### config.mk
export PLATFORM = sky130hd
export DESIGN_NAME = cp0_unit
export DESIGN_NICKNAME = d
export VERILOG_FILES = /design/src/rtl/cp0_unit_pkg.sv /design/src/rtl/cp0_unit.sv
export SDC_FILE = /design/constraint.sdc
export NUM_CORES = 1
export LEC_CHECK = 0
export CORE_ASPECT_RATIO = 0.75
export CORE_MARGIN = 2
export CORE_UTILIZATION = 52
export CTS_CLUSTER_DIAMETER = 40
export CTS_CLUSTER_SIZE = 14
export DETAILED_ROUTE_END_ITERATION = 16
export PLACE_DENSITY = 0.84
export SLEW_MARGIN = 20
export SYNTH_ARGS = -nofsm -noshare
export SYNTH_HDL_FRONTEND = slang
export SYNTH_SLANG_ARGS = --single-unit
### constraint.sdc
create_clock -name clk -period 4.7 [get_ports clk]
set_input_delay 0.94 -clock clk [delete_from_list [all_inputs] [get_ports clk]]
set_output_delay 0.94 -clock clk [all_outputs]
set_load 0.01 [all_outputs]
### src/rtl/cp0_unit_pkg.sv
// Shared MIPS CP0 definitions: coprocessor op encodings, register indices,
// exception codes and redirect FSM states.
package cp0_unit_pkg;

  localparam logic [1:0] CpNone  = 2'd0;
  localparam logic [1:0] CpStore = 2'd1;
  localparam logic [1:0] CpLoad  = 2'd2;
  localparam logic [1:0] CpEret  = 2'd3;

  localparam logic [4:0] RegStatus = 5'd12;
  localparam logic [4:0] RegCause  = 5'd13;
  localparam logic [4:0] RegEpc    = 5'd14;
  localparam logic [4:0] RegEbase  = 5'd25;

  localparam logic [4:0] ExcInt = 5'd0;
  localparam logic [4:0] ExcRi  = 5'd10;

  typedef enum logic [1:0] {
    StRun    = 2'd0,
    StRedir  = 2'd1,
    StSettle = 2'd2
  } cp0_state_e;

endpackage

### src/rtl/cp0_unit.sv
// MIPS coprocessor 0: STATUS/CAUSE/EPC/EBASE registers, RI and interrupt entry,
// ERET return, and a one-cycle redirect followed by a settle window.
module cp0_unit
  import cp0_unit_pkg::*;
#(
  parameter logic [31:0] EXC_VECTOR    = 32'h0000_000C,
  parameter int unsigned SETTLE_CYCLES = 2
) (
  input  logic        clk,
  input  logic        rst,
  input  logic [1:0]  cp_oper,
  input  logic [4:0]  cp_addr,
  input  logic [31:0] cp_wdata,
  output logic [31:0] cp_rdata,
  input  logic        exc_ri,
  input  logic        irq,
  input  logic        op_valid,
  input  logic [31:0] epc_in,
  output logic        jump_en,
  output logic [31:0] jump_addr
);

  localparam int unsigned CntW = (SETTLE_CYCLES > 1) ? $clog2(SETTLE_CYCLES + 1) : 1;

  cp0_state_e state_q, state_d;
  logic [CntW-1:0] cnt_q, cnt_d;

  logic        ie_q, exl_q, ip_q, irq_q;
  logic [4:0]  exc_code_q;
  logic [31:0] epc_q, ebase_q;
  logic [31:0] jump_addr_q, jump_addr_d;

  logic in_run, irq_rise, take_ri, take_eret, take_int, take_event, accept, mtc0_we;

  // Event decode: RI beats ERET beats interrupt; only RUN accepts anything.
  always_comb begin
    in_run     = (state_q == StRun);
    irq_rise   = irq & ~irq_q;
    take_ri    = in_run & op_valid & exc_ri & ~exl_q;
    take_eret  = in_run & op_valid & (cp_oper == CpEret) & ~take_ri;
    take_int   = in_run & op_valid & ip_q & ie_q & ~exl_q & (cp_oper != CpEret) & ~take_ri;
    take_event = take_ri | take_int;
    accept     = take_event | take_eret;
    mtc0_we    = in_run & op_valid & (cp_oper == CpStore) & ~accept;
    if (take_event) begin
      jump_addr_d = ebase_q;
    end else if (take_eret) begin
      jump_addr_d = epc_q;
    end else begin
      jump_addr_d = '0;
    end
  end

  always_ff @(posedge clk) begin
    if (rst) begin
      state_q <= StRun;
      cnt_q   <= '0;
    end else begin
      state_q <= state_d;
      cnt_q   <= cnt_d;
    end
  end

  always_comb begin
    state_d = state_q;
    cnt_d   = cnt_q;
    unique case (state_q)
      StRun: begin
        if (accept) state_d = StRedir;
      end
      StRedir: begin
        if (SETTLE_CYCLES == 0) begin
          state_d = StRun;
        end else begin
          state_d = StSettle;
          cnt_d   = CntW'(SETTLE_CYCLES - 1);
        end
      end
      StSettle: begin
        if (cnt_q == '0) state_d = StRun;
        else             cnt_d = cnt_q - 1'b1;
      end
      default: state_d = StRun;
    endcase
  end

  always_comb begin
    jump_en   = (state_q == StRedir);
    jump_addr = jump_addr_q;
  end

  always_ff @(posedge clk) begin
    if (rst) begin
      ie_q        <= 1'b0;
      exl_q       <= 1'b0;
      ip_q        <= 1'b0;
      irq_q       <= 1'b0;
      exc_code_q  <= '0;
      epc_q       <= '0;
      ebase_q     <= EXC_VECTOR;
      jump_addr_q <= '0;
    end else begin
      irq_q       <= irq;
      jump_addr_q <= jump_addr_d;
      if (take_event) begin
        epc_q      <= epc_in;
        exl_q      <= 1'b1;
        exc_code_q <= take_ri ? ExcRi : ExcInt;
      end else if (take_eret) begin
        exl_q <= 1'b0;
      end else if (mtc0_we) begin
        case (cp_addr)
          RegStatus: {exl_q, ie_q} <= cp_wdata[1:0];
          RegCause:  exc_code_q <= cp_wdata[6:2];
          RegEpc:    epc_q <= cp_wdata;
          RegEbase:  ebase_q <= cp_wdata;
          default:   ;
        endcase
      end
      // A fresh edge in the same cycle an interrupt is taken stays pending.
      if (irq_rise)      ip_q <= 1'b1;
      else if (take_int) ip_q <= 1'b0;
    end
  end

  always_comb begin
    cp_rdata = '0;
    case (cp_addr)
      RegStatus: cp_rdata = {30'b0, exl_q, ie_q};
      RegCause:  cp_rdata = {21'b0, ip_q, 3'b0, exc_code_q, 2'b0};
      RegEpc:    cp_rdata = epc_q;
      RegEbase:  cp_rdata = ebase_q;
      default:   cp_rdata = '0;
    endcase
  end

endmodule

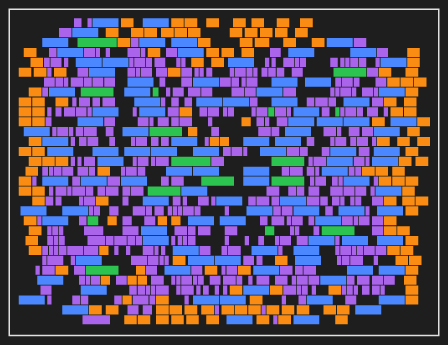
(placement by cell class)
[clock drivers and dummy loads] green | cells: 16
[remaining logic cells] purple | cells: 402
[remaining buffers and delay cells] orange | cells: 153
[sequential cells] blue | cells: 109
total core area: 9540 sq um
row count: 31
Core Util, Final: 71.1%
Design Area, Final: 6780 sq um

==> qor.csv <==
metric;value;unit
outcome;complete, no violations;
vias_per_cell;6.02;
vias;4887;
synthTopCellsByArea;dfxtp_1 43%, nand2b_1 7.8%, mux2i_1 7.6%, a311oi_1 5.6%, a32oi_1 5.6%;
yosys-stat-area;5030;sq um
mux_share;7.56;%
critPathRequiredTime;3.76;ns
p_per_area;300;nW/um^2
layout.nets;752;
synth_xor_xnor_area_share;0;%
fp_util;52.7;%
yosysSeqAreaShare;43.4;%
clockBufferDepth;2;
worstMarginPinSlew;0.922;ns
drt-initial-drc-count;466;
io_buffer_count;140;
drt-met1-wl;6110;microns
hold_end;exc_code_q[3]$_SDFFE_PP0P_;
start_kind;primary input;
drc;0;
p_leak;0.00230;uW
fin_crit;3.96;ns
hold_path.class;register to register;
synth-edff-count;0;
cts_inserted_buffers;9;
syn_area;5030;sq um
worstPathMaxFanout;25;
antenna_found_initial;0;
dr_wl_met3;1270;microns
tool_warnings;28;
gr-total-overflow;0;
num_antenna_cells;0;
drt_first_pass_iters;5;
syn_inst;567;
fin_setup_tns;0;ns
post_cts_buffers;0;
wire_per_inst;18.1;microns
clk_latency;0.35;ns
ys_ff;109;
fin_crit_sh;84.3;%
ys_sh_simple;23.3;%
topCombFamilyByArea;simple AND/OR/NAND/NOR gates;
pin_count;141;
ir_drop;0.202;mV
die_x;118;microns
dr.max_layer_used;met4;
htree_levels;3;
yosys.area.top_type;dfxtp_1;
setup_viol;0;
compound_area_share;19.3;%
cts_sinks;109;
ys.warnings.count;0;
min-delay-start;exc_code_q[3]$_SDFFE_PP0P_;
syn_nets;644;
grt_max_degree;142;
cts_root_buf;clkbuf_16;
max_freq;0.252;GHz
synth_stat.cells;567;
critPathLaunch;cp_addr[0];
routabilityCongestion;0.848;
die_h;89.2;microns
syn_to_final_growth;34.8;%
cp-end-kind;output pin;
crit_type;primary input to output pin;
grt_pass1_vias;4693;
cts_tree;yes;
synth_top_area_share;43.4;%
r2r_setup_slack;2.20;ns
rsz0062_at_grt;false;
grt_pass1_wl;23400;microns
hpwl;9280;microns
rr_endpoint;ebase_q[17]$_SDFFE_PP0P_;
die_area;10500;sq um
wirelength;14700;microns
flop_cell;dfxtp_1;
hold_violations;0;
hold_depth;2;
path_clk_slew;0.07;ns
ctsHoldBuffers;0;
fa_ha_area_share;0.249;%
fin_skew;0.00651;ns
cp.arrival;3.02;ns
reg2regPathDepth;4;
cap_violations;0;
syn_area_per_cell;8.87;sq um
ys_types;37;
async_reset_ff_share;0;%
ant_nets;0;
slew_violations;0;
cp-endpoint;cp_rdata[6];
max_slew_margin;38.5;%
met2RoutedLength;7090;microns
r2r-start;state_q[1]$_SDFFE_PP0P_;
post_cts_resized;0;
layout-drive-gt1-share;5.74;%
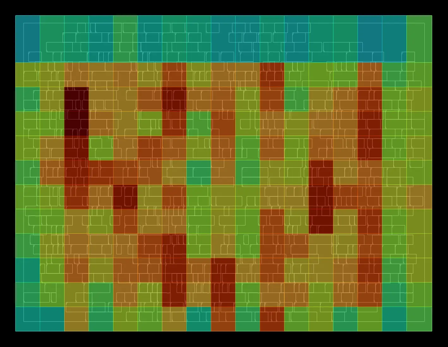
(track usage over the die)
Overall Global Routing Usage: 28.0%
GR Util met2: 50.1%
layer with the highest usage: met2
M3 GR Usage: 6.95%
met1 GRT Util: 33.9%

==> metrics by stage <==
stage	worst slack (ns)	area [sq um]	hold slack [ns]	cells	power (uW)
2_1_floorplan	1.70	5030	0.445	567	1120
3_3_place_gp	0.818	6460	0.467	796	1230
3_5_place_dp	0.747	6460	0.472	796	1240
4_1_cts	0.738	6780	0.483	812	2040
5_1_grt	0.603	6780	0.501	812	2100
6_report	0.738	6780	0.494	812	2030
==> power breakdown <==
group	total, uW	switching [uW]	internal [uW]
registers	981	26.7	954
clock network	810	342	468
logic	244	127	117
total	2030	495	1540
==> worst max-delay path, stage by stage <==
cell             delay [ns]
clkdlybuf4s50_1        0.50
and4bb_2               0.27
and2_1                 0.17
buf_4                  0.24
a222oi_1               0.33
inv_1                  0.08
clkdlybuf4s50_1        0.49
==> cell usage in the layout (no fill, tap or decap), types with 13 or more instances in the layout <==
| cell type | count |
|---|---|
| a22o_1 | 26 |
| a311oi_1 | 32 |
| a32oi_1 | 32 |
| buf_4 | 13 |
| clkdlybuf4s50_1 | 139 |
| dfxtp_1 | 109 |
| inv_1 | 13 |
| mux2i_1 | 38 |
| nand2_1 | 73 |
| nand2b_1 | 63 |
| nor2_1 | 45 |
| nor3_1 | 37 |
==> routing by layer <==
layer,track usage (%),up-vias
met1,33.9,2320
met2,50.1,280
met3,6.95,21
met4,9.09,0
met5,0,-
li1,-,2266
==> area by class of cell <==
type,instances,area [sq um]
fill,735,2760
multi-input combinational,389,2570
sequential,109,2180
timing repair buffer,153,1500
clock buffer,10,229
tap,132,165
clock inverter,6,86.3
inverter,13,48.8
==> Yosys cell counts, drive strengths merged (13+ instances only) <==
cell type,count
a22o,26
a311oi,32
a32oi,32
buf,13
clkbuf,43
dfxtp,109
inv,13
mux2i,38
nand2,73
nand2b,63
nor2,45
nor3,39
Power figures rest on the tool's default switching activity, not on a simulated workload.
